Figure 1. M2 wires (run 1).
The bar under the picture is 50 µm long.
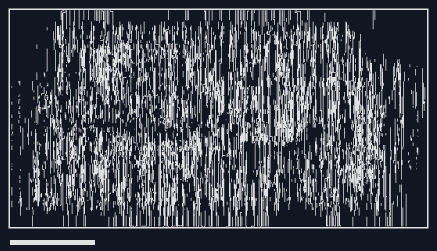
Figure 2. Cell outlines without signal wires (run 1).
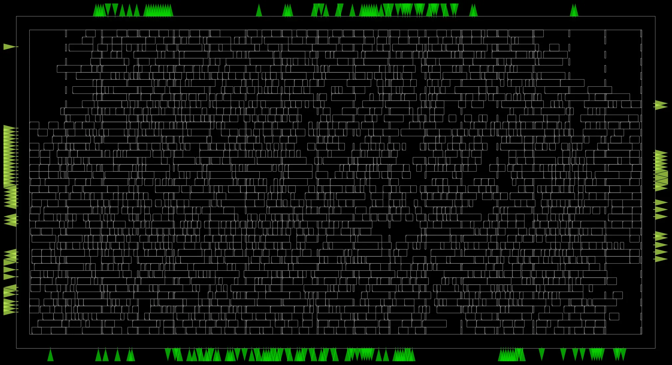
Figure 3. Cell classes on the final placement (run 1).
The bar under the picture is 50 µm long. Fill, decap, tap and diode cells in grey.
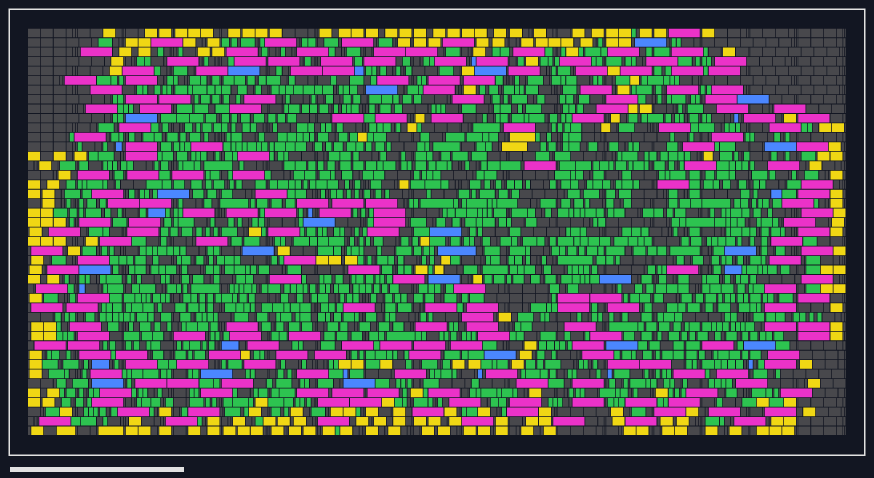
### src/rtl/n3l_pair_scheduler.sv
// -----------------------------------------------------------------------------
// n3l_pair_scheduler
//
// Walks the 27-cell neighbourhood of one reference cell in scan order
// k = 9*(dz+1) + 3*(dy+1) + (dx+1) and streams out the Newton's-3rd-law
// half-shell pairs: every offset whose first nonzero component (x, then y,
// then z) is +1, i.e. the 13 forward neighbours, plus the self pair at k=13
// when INCLUDE_SELF=1. Neighbour coordinates wrap periodically per axis.
// One candidate k is examined per cycle; skipped candidates never wait on the
// consumer, passing candidates wait for a free output register.
//
// Ports
//   clk, rst_n      rising-edge clock, asynchronous active-low reset
//   start           begin a scan (ignored unless idle, or when abort is high)
//   abort           synchronous return to idle, pending pair discarded
//   ref_cell        reference cell {z,y,x}, sampled on an accepted start
//   grid_dim        cells per axis {z,y,x}, sampled on an accepted start
//   m_valid/m_ready pair stream handshake
//   m_ref, m_nbr    reference cell and wrapped neighbour cell of the pair
//   m_k             scan index of the pair (0..26)
//   m_last          final pair of this reference cell (k=26)
//   busy            high whenever the sequencer is not idle
//   done            one-cycle pulse when a scan completes
//   cfg_err         sticky flag for an unusable grid/reference configuration
//   pair_count      pairs handshaked since the last accepted start
// -----------------------------------------------------------------------------
module n3l_pair_scheduler #(
  parameter int CW           = 16,
  parameter bit INCLUDE_SELF = 1'b0
) (
  input  logic            clk,
  input  logic            rst_n,
  input  logic            start,
  input  logic            abort,
  input  logic [3*CW-1:0] ref_cell,
  input  logic [3*CW-1:0] grid_dim,
  output logic            m_valid,
  input  logic            m_ready,
  output logic [3*CW-1:0] m_ref,
  output logic [3*CW-1:0] m_nbr,
  output logic [4:0]      m_k,
  output logic            m_last,
  output logic            busy,
  output logic            done,
  output logic            cfg_err,
  output logic [4:0]      pair_count
);

  typedef enum logic [1:0] {
    IDLE  = 2'd0,
    SCAN  = 2'd1,
    DRAIN = 2'd2,
    DONE  = 2'd3
  } state_t;

  localparam logic [4:0] K_LAST = 5'd26;

  state_t          state;
  logic [4:0]      k;
  logic [3*CW-1:0] ref_q;
  logic [3*CW-1:0] dim_q;

  // Offset digits of the current candidate: 0 -> -1, 1 -> 0, 2 -> +1.
  logic [4:0]      kx, ky, kz;
  logic            k_pass;
  logic [3*CW-1:0] nbr;
  logic            cfg_bad;
  logic            out_free;

  // Half-shell rule: first nonzero offset component must be +1.
  function automatic logic pass_rule(input logic [4:0] dgx,
                                     input logic [4:0] dgy,
                                     input logic [4:0] dgz);
    logic p;
    if (dgx != 5'd1)      p = (dgx == 5'd2);
    else if (dgy != 5'd1) p = (dgy == 5'd2);
    else if (dgz != 5'd1) p = (dgz == 5'd2);
    else                  p = INCLUDE_SELF;
    return p;
  endfunction

  // Periodic wrap of one coordinate by an offset digit.
  function automatic logic [CW-1:0] wrap_axis(input logic [CW-1:0] c,
                                              input logic [CW-1:0] dim,
                                              input logic [4:0]    dg);
    logic [CW-1:0] r;
    case (dg)
      5'd0:    r = (c == '0) ? (dim - CW'(1)) : (c - CW'(1));
      5'd2:    r = (c == (dim - CW'(1))) ? '0 : (c + CW'(1));
      default: r = c;
    endcase
    return r;
  endfunction

  // Config is unusable when an axis is too small for distinct +/-1
  // neighbours or when the reference cell lies outside the grid.
  function automatic logic bad_cfg(input logic [3*CW-1:0] rc,
                                   input logic [3*CW-1:0] gd);
    logic b;
    b = 1'b0;
    for (int a = 0; a < 3; a++) begin
      if (gd[a*CW +: CW] < CW'(3))          b = 1'b1;
      if (rc[a*CW +: CW] >= gd[a*CW +: CW]) b = 1'b1;
    end
    return b;
  endfunction

  always_comb begin
    kx       = k % 5'd3;
    ky       = (k / 5'd3) % 5'd3;
    kz       = k / 5'd9;
    k_pass   = pass_rule(kx, ky, kz);
    nbr      = {wrap_axis(ref_q[2*CW +: CW], dim_q[2*CW +: CW], kz),
                wrap_axis(ref_q[CW   +: CW], dim_q[CW   +: CW], ky),
                wrap_axis(ref_q[0    +: CW], dim_q[0    +: CW], kx)};
    cfg_bad  = bad_cfg(ref_cell, grid_dim);
    out_free = !m_valid || m_ready;
  end

  always_ff @(posedge clk or negedge rst_n) begin
    if (!rst_n) begin
      state      <= IDLE;
      k          <= '0;
      ref_q      <= '0;
      dim_q      <= '0;
      m_valid    <= 1'b0;
      m_ref      <= '0;
      m_nbr      <= '0;
      m_k        <= '0;
      m_last     <= 1'b0;
      busy       <= 1'b0;
      done       <= 1'b0;
      cfg_err    <= 1'b0;
      pair_count <= '0;
    end else begin
      done <= 1'b0;

      // A completed handshake empties the output register unless a new
      // pair is loaded in the same cycle (later assignment wins).
      if (m_valid && m_ready) begin
        pair_count <= pair_count + 5'd1;
        m_valid    <= 1'b0;
      end

      if (abort) begin
        state   <= IDLE;
        busy    <= 1'b0;
        m_valid <= 1'b0;
      end else begin
        case (state)
          IDLE: begin
            if (start) begin
              ref_q      <= ref_cell;
              dim_q      <= grid_dim;
              k          <= '0;
              pair_count <= '0;
              busy       <= 1'b1;
              cfg_err    <= cfg_bad;
              state      <= cfg_bad ? DONE : SCAN;
            end
          end

          SCAN: begin
            if (!k_pass) begin
              // Skipped candidates never wait on the consumer.
              if (k == K_LAST) state <= DRAIN;
              else             k     <= k + 5'd1;
            end else if (out_free) begin
              m_valid <= 1'b1;
              m_ref   <= ref_q;
              m_nbr   <= nbr;
              m_k     <= k;
              m_last  <= (k == K_LAST);
              if (k == K_LAST) state <= DRAIN;
              else             k     <= k + 5'd1;
            end
          end

          DRAIN: begin
            if (out_free) begin
              state <= DONE;
              done  <= 1'b1;
            end
          end

          DONE: begin
            // Arriving from DRAIN the pulse is already up; arriving from a
            // bad config it is raised here, one cycle later.
            if (done) begin
              state <= IDLE;
              busy  <= 1'b0;
            end else begin
              done <= 1'b1;
            end
          end

          default: state <= IDLE;
        endcase
      end
    end
  end

endmodule

### config.mk
export PLATFORM = sky130hd
export DESIGN_NAME = n3l_pair_scheduler
export DESIGN_NICKNAME = d
export VERILOG_FILES = /design/src/rtl/n3l_pair_scheduler.sv
export SDC_FILE = /design/constraint.sdc
export NUM_CORES = 1
export LEC_CHECK = 0
export CAP_MARGIN = 15
export CORE_ASPECT_RATIO = 0.5
export CORE_MARGIN = 5
export CORE_UTILIZATION = 55
export DETAILED_ROUTE_END_ITERATION = 12
export PLACE_DENSITY_LB_ADDON = 0.2
export REMOVE_ABC_BUFFERS = 1
export SKIP_CTS_REPAIR_TIMING = 1
export SLEW_MARGIN = 20
export SYNTH_ARGS = -nofsm -noshare
export SYNTH_HDL_FRONTEND = slang
export SYNTH_SLANG_ARGS = --single-unit
### constraint.sdc
create_clock -name clk -period 7.5 [get_ports clk]
set_clock_uncertainty 0.2 [all_clocks]
set_input_delay 2.25 -clock clk [delete_from_list [all_inputs] [get_ports clk]]
set_output_delay 2.25 -clock clk [all_outputs]
set_load 0.01 [all_outputs]
==> impl_metrics.csv, run 1 <==
group,metric,value,unit
min_path,hold_path_class,"reg2reg",
min_path,min-delay-start,"m_k[2]",
critical_path,slowest_stage,"o41ai_2",
pwr,p_int,4010,µW
routing,wl,43200,µm
pwr,p_per_area,388,mW/mm²
critical_path,reg2regPathDepth,22,
critical_path,path_depth,22,
global_routing,use_met2,0.442,
timing,tightest_slew,1.14,ns
outcome,run_status,"completed",
synthesis,netlist_top_cells_count,"279 x nand2_1, 214 x dfrtp_1, 149 x o21ai_0",
pwr,powerSeq,2370,µW
die,die_area,0.0313,mm²
critical_path,critical_path_buf_inv_count,6,
layout,syn_to_final_growth,19.4,%
timing,fin_crit,6.51,ns
synthesis,synthArstFlopShare,1.00,
placed_design,port_buffers,211,
routing,drt_first_iter_violations,1290,
job,maxCapViolations,0,
critical_path,critical_path.top_delay_family,"AND-OR/OR-AND gates",
synthesis,ys_cells,1788,
critical_path,max_stage_delay,0.59,ns
placed_design,dp_slack,1.14,ns
global_routing,grt_pass1_wl,69700,µm
synthesis,flop_cell,"dfrtp_1",
critical_path,crit_top_cell,"ha_1",
timing,hold_viol,0,
pwr,p_comb,3630,µW
global_routing,busiest_layer,"met2",
clock_tree,clockBufferDepth,3,
critical_path,cp-end-kind,"register",
critical_path,critPathKind,"reg2reg",
critical_path,endpoint,"m_nbr[19]",
clock_tree,cts-buffers-inserted,21,
global_routing,met1_usage,0.385,
synthesis,syn-cell-area,0.0152,mm²
critical_path,cp.required,7.71,ns
synthesis,aoi_share,0.188,
timing,fin_crit_sh,0.867,
global_routing,grt_pass1_vias,13100,
timing,slew_headroom,0.228,
pwr,p_seq_frac,0.335,
routing,wl_met1,19500,µm
synthesis,numSynthFlops,214,
synthesis,synth_seq_share,0.352,
timing,fin_ws,0.994,ns
die,rows,43,
synthesis,adder_share,0.0616,
clock_tree,cts_sinks,214,
synthesis,synthXorXnorAreaFrac,0.0780,
synthesis,synth_warnings,0,
pwr,combPwrFrac,0.514,
layout,layout.cells.most_common_list,"279 x nand2_1, 214 x dfrtp_1, 210 x clkdlybuf4s50_1, 149 x o21ai_0, 85 x nor2_1",
synthesis,yosysMostFrequentCell,"nand2_1",
die,die_w,245,µm
global_routing,grt.met3_usage,0.0393,
critical_path,cp-start-kind,"register",
routing,vias,13800,
layout,nNetsFinal,2098,
synthesis,avgSynthCellArea,8.51,µm²
pwr,power_clock,1070,µW
global_routing,grtUsageTotal,0.269,
placed_design,dp_hpwl,32100,µm
timing,slew_violations,0,
routing,drc_errors,0,
routing,wl_met2,20000,µm
pwr,power-top-group,"combinational cells",
synthesis,ys_sh_mux,0.0497,
die,fp_util,0.554,
synthesis,top_cell_area_share,0.352,
synthesis,synthSimpleGateAreaFrac,0.218,
layout,drive_gt1_frac,0.0625,
pwr,p_switching,3050,µW
timing,fin_setup_tns,0,ns
routing,maxUsedRoutingLayer,"met4",
routing,ant_nets,0,
critical_path,rrSetupSlack,0.99,ns
clock_tree,htree_levels,1,
routing,met3_length,2840,µm
die,io-pin-count,212,
global_routing,grt_start_max_net_pins,110,
timing,setup_viol,0,
synthesis,top_area_cell,"dfrtp_1",
timing,fmax,154,MHz
pwr,leakagePower,0.00799,µW
pwr,vdd_drop_max,0.000230,V
-- Figure 1 (at the start) --
longest straight run	70.0 µm
share of all routed wire	46%
wire length on this layer	20.0 mm
nets with wire on the layer	1720

-- Figure 2 (at the start) --
fin util: 0.661
Final Non-Filler Cells: 2319

-- Figure 3 (at the start) --
class	colour	cells
clock drivers and dummy loads	blue	37
combinational and other logic	green	1457
sequential cells	magenta	214
remaining buffers and delay cells	yellow	228

[run 1: through the flow]
stage / cell area [µm²] / hold slack, ns / power [µW] / cells
6_report: 18200 / 0.278 / 7060 / 2319
5_1_grt: 18200 / 0.313 / 7580 / 2319
4_1_cts: 18200 / 0.285 / 7050 / 2318
3_5_place_dp: 17500 / 0.271 / 5950 / 2281
3_3_place_gp: 17500 / 0.264 / 5880 / 2281
2_1_floorplan: 14700 / 0.282 / 4540 / 1671
[run 1: cell type report]
cell class	count	area, µm²
clock inverter	5	56.3
tap	382	478
fill	2319	9310
multi-input combinational	1367	9060
clock buffer	32	607
antenna	1	2.50
timing repair buffer	228	2280
inverter	90	338
sequential	214	5360
Figure 4. Power grid (run 1).
Pins as bars on the die edge. Tap cells in grey.
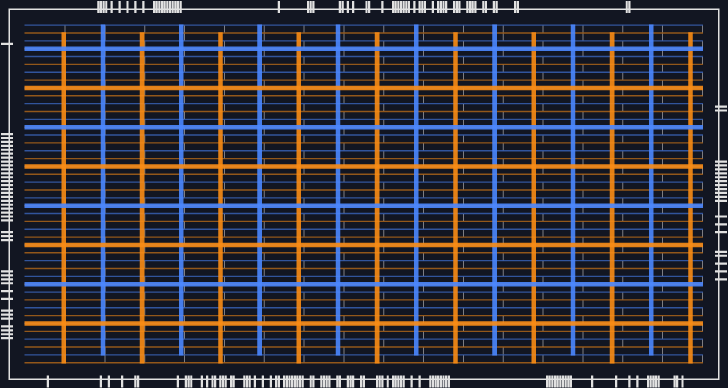

==> run 1 -> run 2 <==
CORE_ASPECT_RATIO = 1.2   (was 0.5)
GPL_ROUTABILITY_DRIVEN = 0   (was default)
Figure 5. Power grid (run 2).
Pins as bars on the die edge. Tap cells in grey.
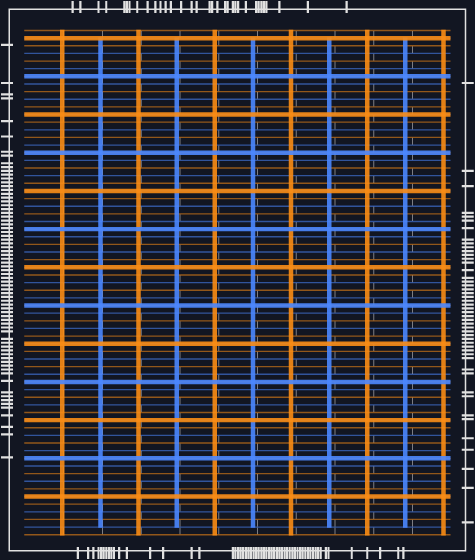
net	colour
VDD	blue
VSS	orange
met5 straps	13
signal pins	212
met4 straps	11

==> run 2 against run 1 <==
Net effect: critical path depth shrank 2; largest power group unchanged; via count is 0.49% higher; synthesized cell count stayed put; area after synthesis did not move; combinational power barely moved; wire length down 3.1%; sequential cell count did not move; critical path type unchanged; sequential power is essentially flat.
==> impl_metrics.csv, run 2 <==
group,metric,value,unit
outcome,run_status,"completed",
pwr,p_comb,3600,µW
pwr,power-top-group,"combinational cells",
placed_design,dp_slack,0.816,ns
layout,syn_to_final_growth,19.4,%
critical_path,critPathKind,"reg2reg",
layout,fin_area,0.0182,mm²
layout,nNetsFinal,2101,
global_routing,met1_usage,0.335,
clock_tree,cts_sinks,214,
layout,flops,214,
synthesis,netlist_top_cells_count,"279 x nand2_1, 214 x dfrtp_1, 149 x o21ai_0",
layout,layout.cells.most_common_list,"279 x nand2_1, 214 x dfrtp_1, 210 x clkdlybuf4s50_1, 149 x o21ai_0, 85 x nor2_1",
pwr,p_switching,3010,µW
critical_path,critical_path.top_delay_family,"AND-OR/OR-AND gates",
global_routing,grt_pass1_vias,13400,
routing,met3_length,3020,µm
layout,nMultiInputCombCells,1367,
routing,drc_errors,0,
routing,maxUsedRoutingLayer,"met4",
global_routing,use_met2,0.466,
pwr,vdd_drop_max,0.000248,V
synthesis,synthArstFlopShare,1.00,
routing,drt_first_iter_violations,961,
synthesis,aoi_share,0.188,
synthesis,synth_warnings,0,
layout,n_all_buffers,228,
critical_path,cp-start-kind,"register",
clock_tree,cts-buffers-inserted,24,
layout,diodes,0,
synthesis,syn-cell-area,0.0152,mm²
synthesis,flop_cell,"dfrtp_1",
layout,clkbuf_count,34,
synthesis,adder_share,0.0616,
layout,area_dominant_class,"multi-input combinational cells",
die,tapCellCount,340,
die,io-pin-count,212,
min_path,hold_path_class,"reg2reg",
placed_design,port_buffers,211,
global_routing,grt_pass1_wl,68000,µm
layout,register_area,0.00536,mm²
layout,layout.area.comb,0.00906,mm²
synthesis,yosysMostFrequentCell,"nand2_1",
synthesis,top_cell_area_share,0.352,
synthesis,numSynthFlops,214,
## run 2: cell counts after synthesis
No cell type changed its count.
## run 2: path summary, 6_finish.rpt
check	slack, ns	to	cells past startpoint	startpoint
min in group asynchronous	1.57	m_nbr[35]	1	rst_n
max in group asynchronous	4.31	pair_count[0]	2	rst_n
setup / recovery	0.69	m_nbr[19]	20	k[4]
hold reg to reg	0.27	m_nbr[37]	1	m_nbr[37]
setup reg to reg	0.69	m_nbr[19]	20	k[4]
hold / removal	0.27	m_nbr[37]	1	m_nbr[37]
## run 2: through the flow
stage | instances | setup TNS (ns) | utilization
after floorplan | 1671 | -0.131 | -
after CTS | 2278 | 0 | 0.667
after global placement | 2239 | 0 | 0.640
after detailed placement | 2239 | 0 | 0.640
after global routing | 2278 | 0 | 0.667
final | 2278 | 0 | 0.667
Figure 6. Routed clock nets over the placement (run 2).
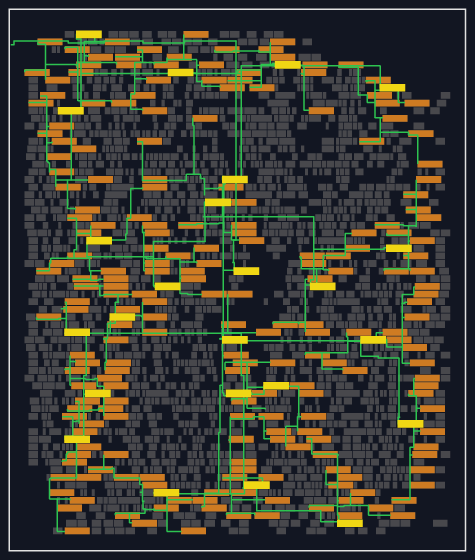

==> run 2 -> run 3 <==
--- a/config.mk
+++ b/config.mk
@@ -9,5 +9,5 @@
 export CORE_ASPECT_RATIO = 1.2
 export CORE_MARGIN = 5
-export CORE_UTILIZATION = 55
+export CORE_UTILIZATION = 51
 export DETAILED_ROUTE_END_ITERATION = 12
 export GPL_ROUTABILITY_DRIVEN = 0
==> constraint.sdc (replaced) <==
create_clock -name clk -period 5.51 [get_ports clk]
set_clock_uncertainty 0.2 [all_clocks]
set_input_delay 0.551 -clock clk [delete_from_list [all_inputs] [get_ports clk]]
set_output_delay 0.551 -clock clk [all_outputs]
set_load 0.01 [all_outputs]
Figure 7. Routed clock nets over the placement (run 3).
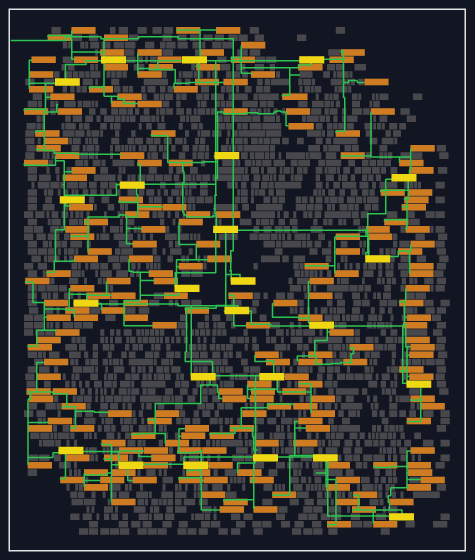
[flip-flops] orange | count: 214
[clock wires] green | length: 3020 µm
[clock drivers] yellow | count: 24
routed clock nets	25
flops lie	all over the die

==> run 3 against run 2 <==
Net effect: core utilization down 2.5 points; critical path depth is 2 higher; non-clock buffer count up 50; sequential power grew 35%; highest routed layer is now met5; combinational power is 44% higher; clock power is 51% higher; via count grew 2.1%; largest power group unchanged; total power rose by 42%.
==> impl_metrics.csv, run 3 <==
group,metric,value,unit
synthesis,numSynthFlops,214,
pwr,power-top-group,"combinational cells",
die,io-pin-count,212,
critical_path,path_depth,22,
layout,layout.cells.most_common_list,"278 x nand2_1, 212 x dfrtp_1, 210 x clkdlybuf4s50_1, 149 x o21ai_0, 85 x nor2_1",
routing,ant_nets,0,
routing,drc_errors,0,
layout,diodes,0,
synthesis,top_cell_area_share,0.352,
layout,nNetsFinal,2151,
min_path,holdPathEnd,"m_nbr[47]",
critical_path,cp-start-kind,"register",
synthesis,aoi_share,0.188,
min_path,min-delay-start,"m_nbr[47]",
synthesis,syn-cell-area,0.0152,mm²
clock_tree,cts_sinks,214,
timing,fin_setup_tns,0,ns
layout,layout.area.comb,0.00920,mm²
critical_path,endpoint,"m_ref[3]",
global_routing,grt_pass1_vias,13800,
pwr,p_switching,4230,µW
layout,clkbuf_count,32,
global_routing,grt_pass1_wl,70400,µm
synthesis,yosysMostFrequentCell,"nand2_1",
layout,area_dominant_class,"multi-input combinational cells",
routing,drt_first_iter_violations,1128,
synthesis,flop_cell,"dfrtp_1",
clock_tree,cts-buffers-inserted,24,
critical_path,critPathKind,"reg2reg",
die,tapCellCount,390,
critical_path,r2r_start,"k[1]",
pwr,p_comb,5180,µW
layout,nMultiInputCombCells,1367,
critical_path,rrSetupSlack,0.19,ns
outcome,run_status,"completed",
min_path,worstHoldPathCells,1,
layout,syn_to_final_growth,24.6,%
placed_design,port_buffers,211,
critical_path,r2r_end,"m_ref[3]",
layout,fin_area,0.0190,mm²
critical_path,critical_path.top_delay_family,"AND-OR/OR-AND gates",
layout,register_area,0.00536,mm²
critical_path,startpoint,"k[1]",
synthesis,adder_share,0.0616,
synthesis,synthArstFlopShare,1.00,
synthesis,synth_warnings,0,
layout,flops,214,
synthesis,netlist_top_cells_count,"279 x nand2_1, 214 x dfrtp_1, 149 x o21ai_0",
[run 3: cell counts after synthesis]
Identical to the previous run, type by type.
[run 3: through the flow]
step / std cells / hold WS (ns) / power [µW] / util / setup slack [ns]
6_report: 2380 / 0.273 / 10000 / 0.642 / 0.194
5_1_grt: 2380 / 0.305 / 10800 / 0.642 / -0.0813
4_1_cts: 2353 / 0.000108 / 9880 / 0.627 / -0.304
3_5_place_dp: 2312 / 0.265 / 8150 / 0.600 / -0.284
3_3_place_gp: 2312 / 0.261 / 8010 / 0.600 / 0.0115
2_1_floorplan: 1671 / 0.0554 / 6180 / - / -1.99
[run 3: layer usage]
layer	wire length, µm	track usage	up-vias
met5	20	0	-
met4	1400	0.0782	2
met3	3160	0.0487	100
met2	22200	0.443	500
met1	18400	0.316	6781
li1	-	-	6769
Power and IR drop assume default switching activity.
